File: src/rtl/module_control_calcu.sv
// Keypad-entry controller for the calculator ALU: builds decimal operands A/B and
// the opcode from key pulses, captures the ALU result on "=", and drives the display.
module module_control_calcu #(
  parameter int MAX_DIGITS = 4
) (
  input  logic        clk_i,
  input  logic        rst_i,
  input  logic        key_valid_i,
  input  logic [3:0]  key_code_i,
  input  logic [15:0] result_i,
  output logic [15:0] operador_a_o,
  output logic [15:0] operador_b_o,
  output logic [3:0]  operando_o,
  output logic [15:0] display_o,
  output logic [1:0]  state_o,
  output logic        done_o
);

  // state    | meaning
  // ENTER_A  | collecting digits of operand A
  // ENTER_B  | operator latched, collecting digits of operand B
  // CALC     | one-cycle wait while the ALU settles
  // RESULT   | result captured; digit restarts, operator chains
  typedef enum logic [1:0] {
    ENTER_A = 2'd0,
    ENTER_B = 2'd1,
    CALC    = 2'd2,
    RESULT  = 2'd3
  } state_t;

  localparam logic [2:0] MAX_CNT = 3'(MAX_DIGITS);

  state_t      r_state;
  logic [15:0] r_a;
  logic [15:0] r_b;
  logic [15:0] r_res;
  logic [3:0]  r_op;
  logic [2:0]  r_cnt_a;
  logic [2:0]  r_cnt_b;
  logic        r_done;

  logic        w_is_digit;
  logic        w_is_eq;
  logic        w_is_op;
  logic [15:0] w_digit;
  logic [15:0] w_a_app;
  logic [15:0] w_b_app;
  logic        w_a_room;
  logic        w_b_room;

  assign w_is_digit = (key_code_i <= 4'd9);
  assign w_is_eq    = (key_code_i == 4'hF);
  assign w_is_op    = !w_is_digit && !w_is_eq;
  assign w_digit    = {12'd0, key_code_i};
  assign w_a_app    = r_a * 16'd10 + w_digit;
  assign w_b_app    = r_b * 16'd10 + w_digit;
  assign w_a_room   = (r_cnt_a < MAX_CNT);
  assign w_b_room   = (r_cnt_b < MAX_CNT);

  always_ff @(posedge clk_i) begin
    if (rst_i) begin
      r_state <= ENTER_A;
      r_a     <= '0;
      r_b     <= '0;
      r_res   <= '0;
      r_op    <= '0;
      r_cnt_a <= '0;
      r_cnt_b <= '0;
      r_done  <= 1'b0;
    end else begin
      r_done <= 1'b0;
      case (r_state)
        ENTER_A: begin
          if (key_valid_i) begin
            if (w_is_digit && w_a_room) begin
              r_a     <= w_a_app;
              r_cnt_a <= r_cnt_a + 3'd1;
            end else if (w_is_op) begin
              r_op    <= key_code_i;
              r_b     <= '0;
              r_cnt_b <= '0;
              r_state <= ENTER_B;
            end
          end
        end
        ENTER_B: begin
          if (key_valid_i) begin
            if (w_is_digit && w_b_room) begin
              r_b     <= w_b_app;
              r_cnt_b <= r_cnt_b + 3'd1;
            end else if (w_is_eq) begin
              r_state <= CALC;
            end else if (w_is_op && (r_cnt_b == 3'd0)) begin
              r_op <= key_code_i;
            end
          end
        end
        CALC: begin
          r_res   <= result_i;
          r_done  <= 1'b1;
          r_state <= RESULT;
        end
        RESULT: begin
          if (key_valid_i) begin
            if (w_is_digit) begin
              r_a     <= w_digit;
              r_cnt_a <= 3'd1;
              r_b     <= '0;
              r_cnt_b <= '0;
              r_op    <= '0;
              r_state <= ENTER_A;
            end else if (w_is_op) begin
              // chained result is treated as a full operand so it cannot be extended
              r_a     <= r_res;
              r_cnt_a <= MAX_CNT;
              r_op    <= key_code_i;
              r_b     <= '0;
              r_cnt_b <= '0;
              r_state <= ENTER_B;
            end
          end
        end
        default: r_state <= ENTER_A;
      endcase
    end
  end

  always_comb begin
    display_o = r_a;
    case (r_state)
      ENTER_A: display_o = r_a;
      ENTER_B: display_o = (r_cnt_b != 3'd0) ? r_b : r_a;
      CALC:    display_o = r_a;
      RESULT:  display_o = r_res;
      default: display_o = r_a;
    endcase
  end

  assign operador_a_o = r_a;
  assign operador_b_o = r_b;
  assign operando_o   = r_op;
  assign state_o      = r_state;
  assign done_o       = r_done;

endmodule

File: config.mk
export PLATFORM = sky130hd
export DESIGN_NAME = module_control_calcu
export DESIGN_NICKNAME = d
export VERILOG_FILES = /design/src/rtl/module_control_calcu.sv
export SDC_FILE = /design/constraint.sdc
export NUM_CORES = 1
export LEC_CHECK = 0
export CAP_MARGIN = 10
export CORE_MARGIN = 2
export CORE_UTILIZATION = 50
export CTS_CLUSTER_DIAMETER = 150
export DETAILED_ROUTE_END_ITERATION = 10
export HOLD_SLACK_MARGIN = 0.02
export PLACE_DENSITY = 0.83
export SYNTH_ARGS = -nofsm -noshare
export SYNTH_HDL_FRONTEND = slang
export SYNTH_SLANG_ARGS = --single-unit
File: constraint.sdc
create_clock -name clk_i -period 2.8 [get_ports clk_i]
set_input_delay 0.56 -clock clk_i [delete_from_list [all_inputs] [get_ports clk_i]]
set_output_delay 0.56 -clock clk_i [all_outputs]
set_load 0.01 [all_outputs]
Figure 1. Signal wires by layer (run 1).
Only two layers are drawn.
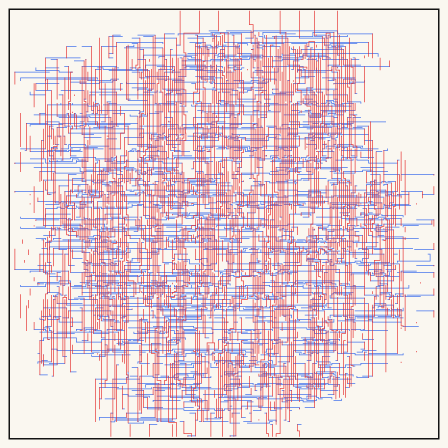
- met1: blue (wire length 6840 um)
- met2: red (wire length 8430 um)

Figure 2. Power grid (run 1).
Scale bar: 20 um. Pins as bars on the die edge. Tap cells in grey.
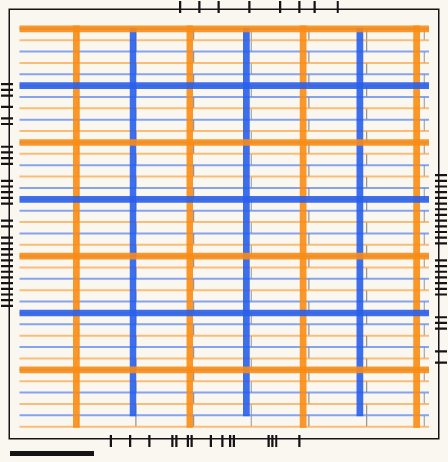
- VDD: blue
- VSS: orange
- met1 rails: 36
- tap cells: 129

Figure 3. Zoomed window (run 1).
Window x 64 to 89, y 13 to 38 um. Cells in grey, sequential cells in the stronger grey; small squares are vias.
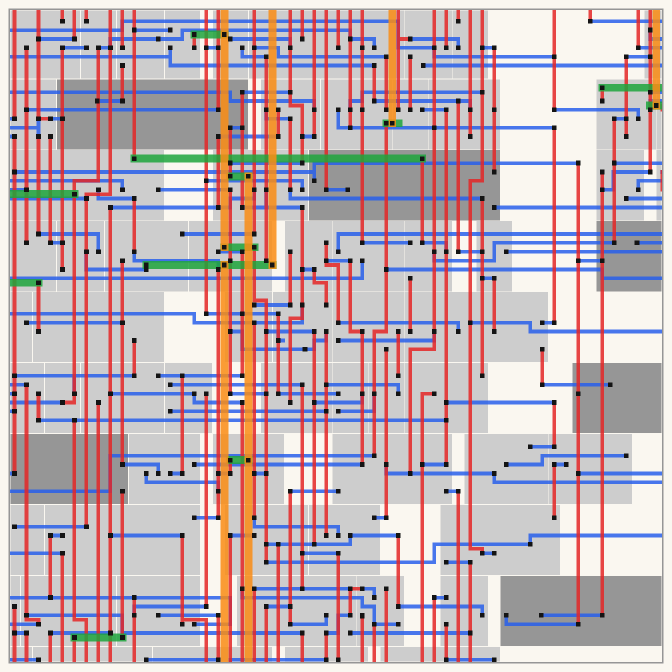
- met4: orange
- met2: red
- met1: blue
- met3: green
- cells with their middle in the window: 56
- most frequent: nor2_1 (8), xnor2_1 (7), a21oi_1 (6)
- netlist names of flops here include: operador_a_o (3), r_res (1)
- sequential cells in the window: 4

## run 1: critical path: stages, from the launching register on
cell,delay (ns)
dfxtp_4,0.36
ha_4,0.27
ha_4,0.13
inv_2,0.03
fa_2,0.37
nor2b_4,0.15
o31a_1,0.27
o221a_4,0.27
buf_6,0.11
nor3_4,0.05
nor3b_4,0.26
nand4_1,0.17
xnor3_1,0.22
a22o_1,0.20
## run 1: power groups by stage
stage / logic [mW] / clock network, mW / registers [mW]
floorplan: 0.347 / 0 / 0.956
global placement: 0.627 / 0 / 0.943
detailed placement: 0.646 / 0 / 0.945
CTS: 0.682 / 0.703 / 0.927
global route: 0.781 / 0.746 / 0.929
finish: 0.729 / 0.713 / 0.928
## run 1: repair_timing
item,4_1_cts,5_1_grt
pin swaps,26,36
gates resized,42,59
buffers inserted,10,7
cloned,0,0
endpoints found under the setup margin,24,17
## run 1: registers in the layout, indices dropped and copies added (netlist names)
signal	flops
r_cnt_a	3
operador_b_o	16
state_o	2
operador_a_o	16
r_cnt_b	3
done_o	1
operando_o	4
r_res	16
## run 1: layout make-up
type / count / area share [%]
tap: 129 / 2.27
timing repair buffer: 178 / 22.2
clock buffer: 12 / 2.18
inverter: 20 / 1.06
sequential: 61 / 17.6
clock inverter: 2 / 0.141
multi-input combinational: 500 / 54.6
## run 1: metal layers
| metal | part of all wire, % | routed length (um) | up-vias |
|---|---|---|---|
| met1 | 39 | 6840 | 2676 |
| li1 | - | - | 2558 |
| met2 | 48 | 8430 | 369 |
| met5 | 0 | 0 | - |
| met3 | 8.2 | 1440 | 99 |
| met4 | 5.3 | 932 | 0 |
## run 1: metrics by stage
stage | setup TNS, ns | hold WS [ns] | instance area (um^2) | worst slack, ns
floorplan | -0.0397 | 0.436 | 4910 | -0.0397
global placement | -2.26 | 0.443 | 6350 | -0.362
detailed placement | -4.36 | 0.453 | 6350 | -0.448
CTS | -0.0581 | 0.461 | 6780 | -0.0333
global route | -1.10 | 0.480 | 7100 | -0.200
finish | -0.294 | 0.467 | 7100 | -0.169
## run 1: final timing paths
path	start	end	slack (ns)	depth (start not counted)
max reg2reg	operador_b_o[3]$_SDFFE_PP0P_	operador_b_o[15]$_SDFFE_PP0P_	-0.17	13
max	operador_b_o[3]$_SDFFE_PP0P_	operador_b_o[15]$_SDFFE_PP0P_	-0.17	13
min reg2reg	r_cnt_a[1]$_SDFFE_PP0P_	r_cnt_a[1]$_SDFFE_PP0P_	0.47	2
min	r_cnt_a[1]$_SDFFE_PP0P_	r_cnt_a[1]$_SDFFE_PP0P_	0.47	2
## run 1: cells by family after synthesis
family | count (synthesis)
DFF | 61
muxes | 3
AOI/OAI and AO/OA | 196
xor gates and xnor gates | 41
buffers and inverters | 55
and+or+nand+nor | 201
adders and majority gates | 59
==> results.txt, run 1 <==
impl run done, here's what came out: Power Dens Cells=roughly 330 mW/mm^2, area grow syn2layout=46.7%, clk slew on worst S/H paths=approximately 0.070 ns, leading area contributor after synthesis=dfxtp_1, Antenna Cells=0, Final setup viols=3, GRT Util Overall=30.5%, crit path kind=register to register, Yosys chip area=0.00484 mm^2, Top cell excl fill/tap=buf_4, global route overflow=0, internal power=1.62 mW, total CTS buffers=9, post-synthesis cell count=~620, setup ws final=-0.169 ns, post-DR vias/cell=6.32, yosys cell count=616, die width=102 um, cell with the most instances after synthesis=a21oi_1, CP Max Fanout=3, worst path required time=3.04 ns, routed length per instance=19.6 um, worst min path class=register to register, status=complete, but fails checks, Floorplan Nets=698, Cells after DPL=873, first-pass GRT wire length=25200 um, Seq pwr share=approximately two fifths, Worst EP arrival=between 3 and 4 ns, Cell area leaders=dfxtp_1, ha_1, a21oi_1, MI comb area=roughly 0.0039 mm^2, worst-margin pin slew=0.767 ns, Die Span Y=102 um, Floorplan Utilization=roughly 52%, dpl hpwl=around 11000 um, Worst setup SP type=register, Setup Skew=0.00745 ns, maximum root-to-sink buffer count=2, nets=852, post-synth cell types=62, Post-Synth XOR/XNOR Area=7.70%, total power=~2.4 mW, failing checks=setup timing
==> inputs of run 2 (changes only) <==
SLEW_MARGIN = 10   (was default)
==> run 2 against run 1 <==
The run still ends with setup timing left. Wire length unchanged. Clock power is essentially flat. Area after synthesis stayed put. Critical path depth is the same. Critical endpoint unchanged. Largest cell class unchanged.
==> results.txt, run 2 <==
impl run done, here's what came out: worst flop-to-flop path startpoint=operador_b_o[3]$_SDFFE_PP0P_, area grow syn2layout=46.7% (unchanged), global route overflow=0 (unchanged), H-Tree Depth=3, first-pass GRT wire length=25200 um (unchanged), post-synthesis cell count=616 (unchanged), Yosys chip area=0.00484 mm^2 (unchanged), yosys cell count=616 (unchanged), worst min path class=register to register, top comb family, area=AND-OR/OR-AND gates, GP Congestion=approximately 0.89, worst path required time=3.04 ns (about the same), cell with the most instances after synthesis=a21oi_1, Final ANT Viol Nets=0, layout cells sized above 1=27.0%, Seq cells post-synth=61, Final Cell Area=0.00710 mm^2 (unchanged), Final setup viols=3 (unchanged), DP Area=0.00635 mm^2 (unchanged), RSZ-0062 raised after global routing=yes, worst-margin pin slew=0.767 ns (unchanged), area of the mapped netlist=0.00484 mm^2, setup ws final=-0.169 ns (unchanged), yosys aoi share=25.9%, DRC Markers=0, die area=0.0105 mm^2, Post-Synth XOR/XNOR Area=7.70% (unchanged), CP startpoint=operador_b_o[3]$_SDFFE_PP0P_, clk slew on worst S/H paths=0.07 ns (about the same), Reg2Reg Depth=13 (unchanged), Ports=roughly 78, GRT Util Overall=30.5% (unchanged), Latency at later pin=0.35 ns, CP Capture Point=operador_b_o[15]$_SDFFE_PP0P_, r2r setup slk=-0.17 ns (about the same), overall via count from detail_route=5702, maximum root-to-sink buffer count=2 (unchanged), CP Max Fanout=3 (unchanged), cts hold-fix bufs=0, Floorplan Utilization=51.9% (unchanged), Setup Skew=0.00745 ns (unchanged), die width=102 um (unchanged), CORE AREA=0.00933 mm^2, Cell area leaders=dfxtp_1, ha_1, a21oi_1, Antenna Cells=0 (unchanged), Worst EP arrival=3.20 ns (about the same), Setup WS pre-CTS=-0.448 ns (unchanged), Sum Neg Setup Slack=-0.294 ns (unchanged), final wirelength=17600 um, Top-area cell share=25.2%, routed length per instance=19.6 um (unchanged), Reg-to-Reg End=operador_b_o[15]$_SDFFE_PP0P_, failing checks=setup timing, clock sinks=61, Max VDD drop=230 uV, mux share=0.620%, nets=852 (unchanged), leading area contributor after synthesis=dfxtp_1, # rows=35, dominant logic cell types in the final layout=buf_4, a21oi_1, clkdlybuf4s50_1, nor2_1, nand2_1, final hold violation count=0, initial antenna violation count=0, crit path kind=register to register, Detailed Routing Iterations Pass 1=6, Post-synth EDFFs=0, Rel. slew slack=48.7%, post-DR vias/cell=6.32 (unchanged), Worst setup SP type=register, Port Buf Inserts=77, Synth Seq Share=25.2%, Die Span Y=102 um (unchanged), worst min-delay path startpoint=r_cnt_a[1]$_SDFFE_PP0P_, Floorplan Nets=698 (unchanged), post-synth cell types=62 (unchanged), Max Cap Viol=0, total CTS buffers=9 (unchanged), largest net degree at the start of global routing=28, status=complete, but fails checks, dpl hpwl=11200 um (unchanged), Power Dens Cells=334 mW/mm^2 (unchanged), Top cell excl fill/tap=buf_4
-- run 2: cell counts after synthesis --
No cell type changed its count.
-- run 2: metal layers --
metal | share of wire, % | track usage, %
met5 | 0 | 0
met4 | 5.3 | 14.3
met3 | 8.2 | 3.69
met2 | 48 | 53.9
met1 | 39 | 36.7
-- run 2: per-stage QoR --
step / hold slack, ns / power, mW / instances / utilization, %
after floorplan: 0.436 / 1.30 / 616 / -
after global placement: 0.443 / 1.57 / 873 / 68.1
after detailed placement: 0.453 / 1.59 / 873 / 68.1
after CTS: 0.461 / 2.31 / 897 / 72.6
after global routing: 0.480 / 2.46 / 902 / 76.2
final: 0.467 / 2.37 / 902 / 76.2
-- run 2: cell type report --
| cell class | instances | area [um^2] |
|---|---|---|
| multi-input combinational | 500 | 3870 |
| fill | 596 | 2220 |
| timing repair buffer | 178 | 1570 |
| sequential | 61 | 1250 |
| tap | 129 | 161 |
| clock buffer | 12 | 155 |
| inverter | 20 | 75.1 |
| clock inverter | 2 | 10.0 |
-- run 2: cells by family (layout without fill, tap and decap cells) --
family,Yosys count,in the layout
DFF,61,61
adders and majority gates,59,59
AOI/OAI and AO/OA,196,196
xor gates and xnor gates,41,41
buffers and inverters,55,212
and+or+nand+nor,201,201
muxes,3,3
-- run 2: worst min path at each step --
stage / slack (ns) / to / cells after the start
after CTS: 0.46 / r_cnt_a[1]$_SDFFE_PP0P_ / 2
after global placement: 0.44 / r_cnt_a[1]$_SDFFE_PP0P_ / 2
final: 0.47 / r_cnt_a[1]$_SDFFE_PP0P_ / 2
after detailed placement: 0.45 / r_cnt_a[1]$_SDFFE_PP0P_ / 2
after global routing: 0.48 / r_cnt_a[1]$_SDFFE_PP0P_ / 2
after floorplan: 0.44 / r_cnt_a[1]$_SDFFE_PP0P_ / 2
-- run 2: worst max-delay path: stages (launching register included) --
cell     delay, ns
dfxtp_4       0.36
ha_4          0.27
ha_4          0.13
inv_2         0.03
fa_2          0.37
nor2b_4       0.15
o31a_1        0.27
o221a_4       0.27
buf_6         0.11
nor3_4        0.05
nor3b_4       0.26
nand4_1       0.17
xnor3_1       0.22
a22o_1        0.20
-- run 2: what timing repair did --
| item | 4_1_cts | 5_1_grt |
|---|---|---|
| endpoints found under the setup margin | 24 | 17 |
| pin swaps | 26 | 36 |
| gates resized | 42 | 59 |
| setup buffers | 10 | 7 |
-- run 2: where the power goes --
group | switching (mW) | internal (mW)
clock network | 0.355 | 0.357
logic | 0.363 | 0.365
registers | 0.0331 | 0.895
Figure 4. Met4 routing (run 2).
Cells faint in the background.
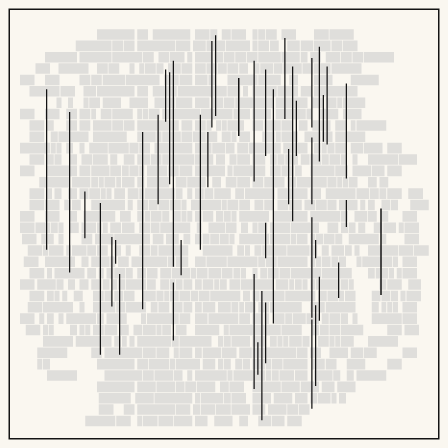
- nets with wire on the layer: 43
- wire length on this layer: 932 um

No activity file was given, so power comes from the tool's default toggle rates.
